## src/rtl/lut7_cfg_pkg.sv

```systemverilog
// Shared constants and FSM state type for the reconfigurable LUT7.
// Build option: define LUT7_CFG_SHADOW_EN for double-buffered loads.
package lut7_cfg_pkg;

  localparam int LUT_BITS = 128;
  localparam int CNT_W    = 7;
  localparam logic [CNT_W-1:0] CNT_LAST = CNT_W'(LUT_BITS - 1);

  typedef enum logic [1:0] {
    IDLE,
    LOAD,
    DONE
  } lut7_cfg_state_t;

endpackage

```

## src/rtl/lut7_cfg_if.sv

```systemverilog
// Load/lookup bus of lut7_cfg; master drives stimulus, slave is the LUT.
interface lut7_cfg_if;

  logic LOAD_START;
  logic CE;
  logic CDI;
  logic CDO;
  logic I0, I1, I2, I3, I4, I5, I6;
  logic QCE;
  logic F;
  logic Q;
  logic BUSY;
  logic DONE;

  modport master (
    output LOAD_START, CE, CDI, I0, I1, I2, I3, I4, I5, I6, QCE,
    input  CDO, F, Q, BUSY, DONE
  );

  modport slave (
    input  LOAD_START, CE, CDI, I0, I1, I2, I3, I4, I5, I6, QCE,
    output CDO, F, Q, BUSY, DONE
  );

endinterface

```

## src/rtl/lut7_cfg_ctrl.sv

```systemverilog
// Serial load controller: IDLE/LOAD/DONE FSM, 7-bit bit counter and strobes.
// shift_en marks accepted bits 1..127, commit marks the accepted 128th bit.
module lut7_cfg_ctrl
  import lut7_cfg_pkg::*;
(
  input  logic clk,
  input  logic rst,
  input  logic load_start,
  input  logic ce,
  output logic busy,
  output logic done,
  output logic shift_en,
  output logic commit
);

  lut7_cfg_state_t  state_q, state_d;
  logic [CNT_W-1:0] count_q, count_d;

  always_ff @(posedge clk or posedge rst) begin
    if (rst) begin
      state_q <= IDLE;
      count_q <= '0;
    end else begin
      state_q <= state_d;
      count_q <= count_d;
    end
  end

  // A LOAD_START inside LOAD restarts the count and swallows that cycle's bit.
  always_comb begin
    state_d  = state_q;
    count_d  = count_q;
    shift_en = 1'b0;
    commit   = 1'b0;
    case (state_q)
      IDLE: begin
        if (load_start) begin
          state_d = LOAD;
          count_d = '0;
        end
      end
      LOAD: begin
        if (load_start) begin
          count_d = '0;
        end else if (ce) begin
          if (count_q == CNT_LAST) begin
            commit  = 1'b1;
            state_d = DONE;
            count_d = '0;
          end else begin
            shift_en = 1'b1;
            count_d  = count_q + 1'b1;
          end
        end
      end
      DONE: begin
        count_d = '0;
        state_d = load_start ? LOAD : IDLE;
      end
      default: begin
        state_d = IDLE;
        count_d = '0;
      end
    endcase
  end

  assign busy = (state_q == LOAD);
  assign done = (state_q == DONE);

endmodule

```

## src/rtl/lut7_cfg.sv

```systemverilog
// Run-time reconfigurable LUT7: table registers, 128:1 lookup and Q register.
// LUT7_CFG_SHADOW_EN selects a shadow-buffered load; otherwise active shifts directly.
module lut7_cfg
  import lut7_cfg_pkg::*;
#(
  parameter logic [LUT_BITS-1:0] INIT = '0
) (
  input  logic        CLK,
  input  logic        CLEAR,
  lut7_cfg_if.slave   bus
);

  logic                shift_en;
  logic                commit;
  logic [CNT_W-1:0]    idx;
  logic                f;
  logic [LUT_BITS-1:0] active_q, active_d;
  logic                q_q, q_d;

  lut7_cfg_ctrl u_ctrl (
    .clk        (CLK),
    .rst        (CLEAR),
    .load_start (bus.LOAD_START),
    .ce         (bus.CE),
    .busy       (bus.BUSY),
    .done       (bus.DONE),
    .shift_en   (shift_en),
    .commit     (commit)
  );

  assign idx = {bus.I6, bus.I5, bus.I4, bus.I3, bus.I2, bus.I1, bus.I0};
  assign f   = active_q[idx];

`ifdef LUT7_CFG_SHADOW_EN
  logic [LUT_BITS-1:0] shadow_q, shadow_d;

  // Commit takes the final bit straight from CDI so active matches the full shift.
  always_comb begin
    shadow_d = shadow_q;
    active_d = active_q;
    if (shift_en || commit) begin
      shadow_d = {shadow_q[LUT_BITS-2:0], bus.CDI};
    end
    if (commit) begin
      active_d = {shadow_q[LUT_BITS-2:0], bus.CDI};
    end
  end

  always_ff @(posedge CLK or posedge CLEAR) begin
    if (CLEAR) begin
      shadow_q <= '0;
    end else begin
      shadow_q <= shadow_d;
    end
  end

  assign bus.CDO = shadow_q[LUT_BITS-1];
`else
  always_comb begin
    active_d = active_q;
    if (shift_en || commit) begin
      active_d = {active_q[LUT_BITS-2:0], bus.CDI};
    end
  end

  assign bus.CDO = active_q[LUT_BITS-1];
`endif

  always_comb begin
    q_d = bus.QCE ? f : q_q;
  end

  always_ff @(posedge CLK or posedge CLEAR) begin
    if (CLEAR) begin
      active_q <= INIT;
      q_q      <= 1'b0;
    end else begin
      active_q <= active_d;
      q_q      <= q_d;
    end
  end

  assign bus.F = f;
  assign bus.Q = q_q;

endmodule

```

## src/flat_wrapper.sv

```systemverilog
// flat-port wrapper written by rule: the top's interface ports become plain ports
module lut7_cfg_flat import lut7_cfg_pkg::*;
#(
  parameter logic [LUT_BITS-1:0] INIT = '0
)
  (CLK, CLEAR, bus_LOAD_START, bus_CE, bus_CDI, bus_I0, bus_I1, bus_I2, bus_I3, bus_I4, bus_I5, bus_I6, bus_QCE, bus_CDO, bus_F, bus_Q, bus_BUSY, bus_DONE);
  lut7_cfg_if bus_i ();
  input  logic CLK;
  input  logic CLEAR;
  input wire logic [$bits(bus_i.LOAD_START)-1:0] bus_LOAD_START;
  input wire logic [$bits(bus_i.CE)-1:0] bus_CE;
  input wire logic [$bits(bus_i.CDI)-1:0] bus_CDI;
  input wire logic [$bits(bus_i.I0)-1:0] bus_I0;
  input wire logic [$bits(bus_i.I1)-1:0] bus_I1;
  input wire logic [$bits(bus_i.I2)-1:0] bus_I2;
  input wire logic [$bits(bus_i.I3)-1:0] bus_I3;
  input wire logic [$bits(bus_i.I4)-1:0] bus_I4;
  input wire logic [$bits(bus_i.I5)-1:0] bus_I5;
  input wire logic [$bits(bus_i.I6)-1:0] bus_I6;
  input wire logic [$bits(bus_i.QCE)-1:0] bus_QCE;
  output wire logic [$bits(bus_i.CDO)-1:0] bus_CDO;
  output wire logic [$bits(bus_i.F)-1:0] bus_F;
  output wire logic [$bits(bus_i.Q)-1:0] bus_Q;
  output wire logic [$bits(bus_i.BUSY)-1:0] bus_BUSY;
  output wire logic [$bits(bus_i.DONE)-1:0] bus_DONE;
  assign bus_i.LOAD_START = bus_LOAD_START;
  assign bus_i.CE = bus_CE;
  assign bus_i.CDI = bus_CDI;
  assign bus_i.I0 = bus_I0;
  assign bus_i.I1 = bus_I1;
  assign bus_i.I2 = bus_I2;
  assign bus_i.I3 = bus_I3;
  assign bus_i.I4 = bus_I4;
  assign bus_i.I5 = bus_I5;
  assign bus_i.I6 = bus_I6;
  assign bus_i.QCE = bus_QCE;
  assign bus_CDO = bus_i.CDO;
  assign bus_F = bus_i.F;
  assign bus_Q = bus_i.Q;
  assign bus_BUSY = bus_i.BUSY;
  assign bus_DONE = bus_i.DONE;
  lut7_cfg #(.INIT(INIT)) u_core (.CLK(CLK), .CLEAR(CLEAR), .bus(bus_i));
endmodule
```

## config.mk

```make
export PLATFORM = sky130hd
export DESIGN_NAME = lut7_cfg_flat
export DESIGN_NICKNAME = d
export VERILOG_FILES = /design/src/rtl/lut7_cfg_pkg.sv /design/src/rtl/lut7_cfg_if.sv /design/src/rtl/lut7_cfg_ctrl.sv /design/src/rtl/lut7_cfg.sv /design/src/flat_wrapper.sv
export SDC_FILE = /design/constraint.sdc
export NUM_CORES = 1
export LEC_CHECK = 0
export CAP_MARGIN = 10
export CORE_ASPECT_RATIO = 1.25
export CORE_MARGIN = 8
export CORE_UTILIZATION = 57
export DETAILED_ROUTE_END_ITERATION = 10
export PLACE_DENSITY = 0.75
export SETUP_SLACK_MARGIN = 0.05
export SLEW_MARGIN = 20
export SYNTH_ARGS = -nofsm -noshare
export SYNTH_HDL_FRONTEND = slang
export SYNTH_SLANG_ARGS = --single-unit
```

## constraint.sdc

```tcl
create_clock -name CLK -period 6.58 [get_ports CLK]
set_clock_uncertainty 0.2 [all_clocks]
set_input_delay 1.316 -clock CLK [delete_from_list [all_inputs] [get_ports CLK]]
set_output_delay 1.316 -clock CLK [all_outputs]
set_load 0.05 [all_outputs]
```

==> out/metrics.yaml <==
status: "complete, no violations"
synthMuxAreaShare_pct: 35.5
drive_gt1_share_pct: 43.0
portBuffers: 17
inv_count: 3
holdPathEnd: "u_core.u_ctrl.state_q[0]"
warnings: 26
first_pass_iters: 5
fmax_mhz: 174
worst_pin_slew_ns: 0.815
rsz0062_at_grt: "false"
r2r_start: "u_core.u_ctrl.state_q[1]"
finalCritPeriodShare_pct: 87.2
place_area_um2: 6660
ant_nets: 0
grt_pass1_wl_um: 19800
syn_nets: 448
fp_util_pct: 58.1
clock_area_share_pct: 7.89
cts_post_setup_buffers_inserted: 0
drv_slew: 0
route.detailed.drc: 0
io_pins: 18
p_per_area_nw_per_um2: 278
die_h_um: 135
tns_ns: 0
synthXorXnorAreaFrac_pct: 0.683
cap_violations: 0
fp.dieW_um: 111
netlist_instances: 434
hold_start: "u_core.u_ctrl.state_q[1]"
htreeDepth: 4
grt_max_degree: 91
comb-cell-share_pct: 38.7
buffers: 24
yosysCellCount: 434
ir_worst_vdd_mv: 0.156
crit_type: "in -> out"
cp_slowest_cell: "clkdlybuf4s50_1"
logic_area_um2: 2810
hold_class: "reg -> reg"
clockBufferDepth: 2
synth_area_um2: 6410
wirelength_um: 11500
worstPathRequired_ns: 5.06
yosysWarnings: 0
synthSimpleGateAreaFrac_pct: 4.80
layout_top_cells: "mux2_2, dfrtp_1, clkbuf_16, mux4_2, clkdlybuf4s50_1"
tap_cells: 135
flops: 138
coreArea_um2: 11000
grt_use_total_pct: 16.6
ys_sh_aoi_pct: 2.56
final_area_um2: 7270
hold_viol_final: 0
vias_per_cell: 6.02
cts_root_buf: "clkbuf_16"
drtIter0Drc: 179
cts_tree: "built"
period_minus_slack_ns: 5.74
gp_congestion: 0.861
layout.nets: 463
fillers: 783
area_dominant_class: "flip-flops and latches"
grt_pass1_vias: 3834
post_cts_resized: 0
path_cells: "buf_2 -> buf_4 -> mux2_2 -> a2111oi_0 -> o211ai_1 -> nand4_1 -> a31oi_1 -> clkdlybuf4s50_1"
setup_viol: 0
buffer_area_share_pct: 3.38
max_slew_margin_pct: 45.6
timing.rr.end: "u_core.active_q[54]"
overflow: 0
hpwl_um: 7320
syn_to_final_growth_pct: 13.4
r2r_slack_ns: 4.04
clock-sinks: 138
rows: 43
die-area_um2: 14900
topCombFamilyByArea: "multiplexers"
antenna_cells: 0
clock.latency.late_pin_ns: 0.41
grt_antenna_before_repair: 1
crit_fanout: 28
crit_path_start_kind: "primary input"
ys.flops: 138
syn_area_per_cell_um2: 14.8
adder_share_pct: 0.195
seqCellArea_um2: 3450
==> per-stage QoR <==
step	utilization (%)	hold WS (ns)	total power, W	worst slack [ns]	cells
2_1_floorplan	-	0.272	0.00106	1.37	434
3_5_place_dp	60.4	0.310	0.00111	0.828	564
4_1_cts	65.6	0.312	0.00203	0.818	595
6_report	65.9	0.315	0.00202	0.841	596
5_1_grt	65.9	0.342	0.00209	0.677	596
3_3_place_gp	60.4	0.296	0.00110	0.957	564
==> worst max path at each step <==
stage                start  cells past startpoint  slack (ns)                  to
floorplan            CLEAR                      1        1.37  u_core.active_q[0]
global placement    bus_I0                      7        0.96               bus_F
detailed placement  bus_I1                      8        0.83               bus_F
CTS                 bus_I1                      8        0.82               bus_F
global route        bus_I1                      8        0.68               bus_F
finish              bus_I1                      8        0.84               bus_F
==> critical path, delay by kind of cell <==
kind / cells / cell delay [ns]
AOI/OAI and AO/OA: 3 / 0.68
muxes: 1 / 0.36
buffers and inverters: 3 / 1.70
and+or+nand+nor: 1 / 0.14
==> power by group <==
part	switching [W]	internal [W]	total, W
clock network	0.000333	0.000584	0.000918
logic	0.0000841	0.0000880	0.000172
registers	0.0000338	0.000893	0.000927
==> layer usage <==
layer	up-vias	share of wire, %	track usage [%]
met5	-	0.078	0
met4	2	1.3	6.40
met3	14	3.5	4.88
met2	50	50	26.3
met1	1860	45	20.9
li1	1661	-	-
==> synthesized netlist by cell type (all sizes together) <==
| cell | count | share of area, % |
|---|---|---|
| a41oi | 1 | 0.14 |
| o211ai | 3 | 0.35 |
| a2111oi | 2 | 0.27 |
| or2 | 1 | 0.098 |
| nand3 | 10 | 0.78 |
| nor2b | 4 | 0.39 |
| nor3 | 4 | 0.31 |
| a222oi | 2 | 0.31 |
| xnor2 | 3 | 0.41 |
| xor2 | 2 | 0.27 |
| mux2 | 142 | 25 |
| a31oi | 2 | 0.20 |
| mux4 | 23 | 8.5 |
| dfrtp | 138 | 54 |
| a221oi | 1 | 0.14 |
| nand2 | 8 | 0.47 |
| nand3b | 3 | 0.35 |
| mux2i | 13 | 2.0 |
| nor4 | 1 | 0.098 |
| ha | 1 | 0.20 |
| nor2 | 15 | 0.88 |
| nand4 | 1 | 0.098 |
| clkbuf | 7 | 0.41 |
| a22oi | 1 | 0.12 |
| and3 | 3 | 0.29 |
| and4 | 2 | 0.27 |
| nor4b | 1 | 0.14 |
| inv | 3 | 0.18 |
| o2111ai | 1 | 0.14 |
| a311oi | 1 | 0.14 |
| a21oi | 7 | 0.55 |
| nor3b | 1 | 0.12 |
| o221ai | 1 | 0.14 |
| or3b | 1 | 0.14 |
| and3b | 2 | 0.27 |
| o21ai | 1 | 0.078 |
| buf | 21 | 1.8 |
| nand2b | 1 | 0.098 |
==> kinds of logic after synthesis <==
logic type	after synthesis
buffers and inverters	31
multiplexers	178
AND/OR/NAND/NOR	58
AND-OR/OR-AND	23
XOR/XNOR	5
flip-flops	138
adder cells (fa/ha/maj)	1
==> registers in the layout, indices dropped and copies added (netlist names) <==
signal / count
u_core.bus.Q: 1
u_core.u_ctrl.count_q: 7
u_core.u_ctrl.state_q: 2
u_core.active_q: 128
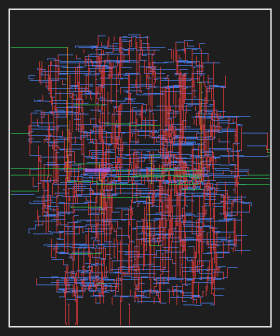
*Routed metal, one colour a layer*
Green shows metal 3, wire length 398 um. Purple shows metal 5, wire length 9.20 um. Blue shows metal 1, wire length 5130 um. Red shows metal 2, wire length 5790 um. Orange shows metal 4, wire length 154 um.

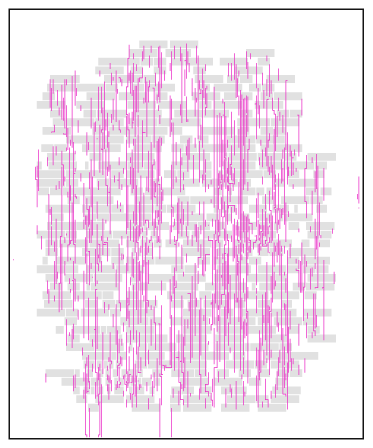
*The metal 2 layer*
Cells faint in the background.
The layer holds 50% of the routed length. The longest straight run is 49.3 um. The wires run mostly vertical. The layer carries 5790 um of wire. 429 nets have wire on it.

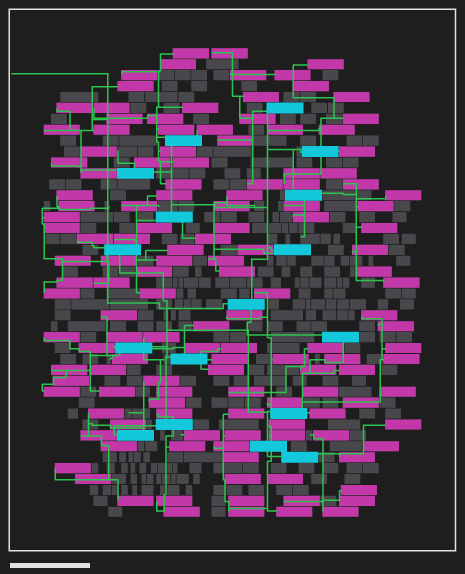
*Clock distribution*
The bar under the picture is 20 um long.
Magenta shows flip-flops, count 138. Green shows clock wires, length 1630 um. Cyan shows clock drivers, count 17.
Position of the flops: spread over the die. There are 18 routed clock nets.

No activity file was given, so power comes from the tool's default toggle rates.
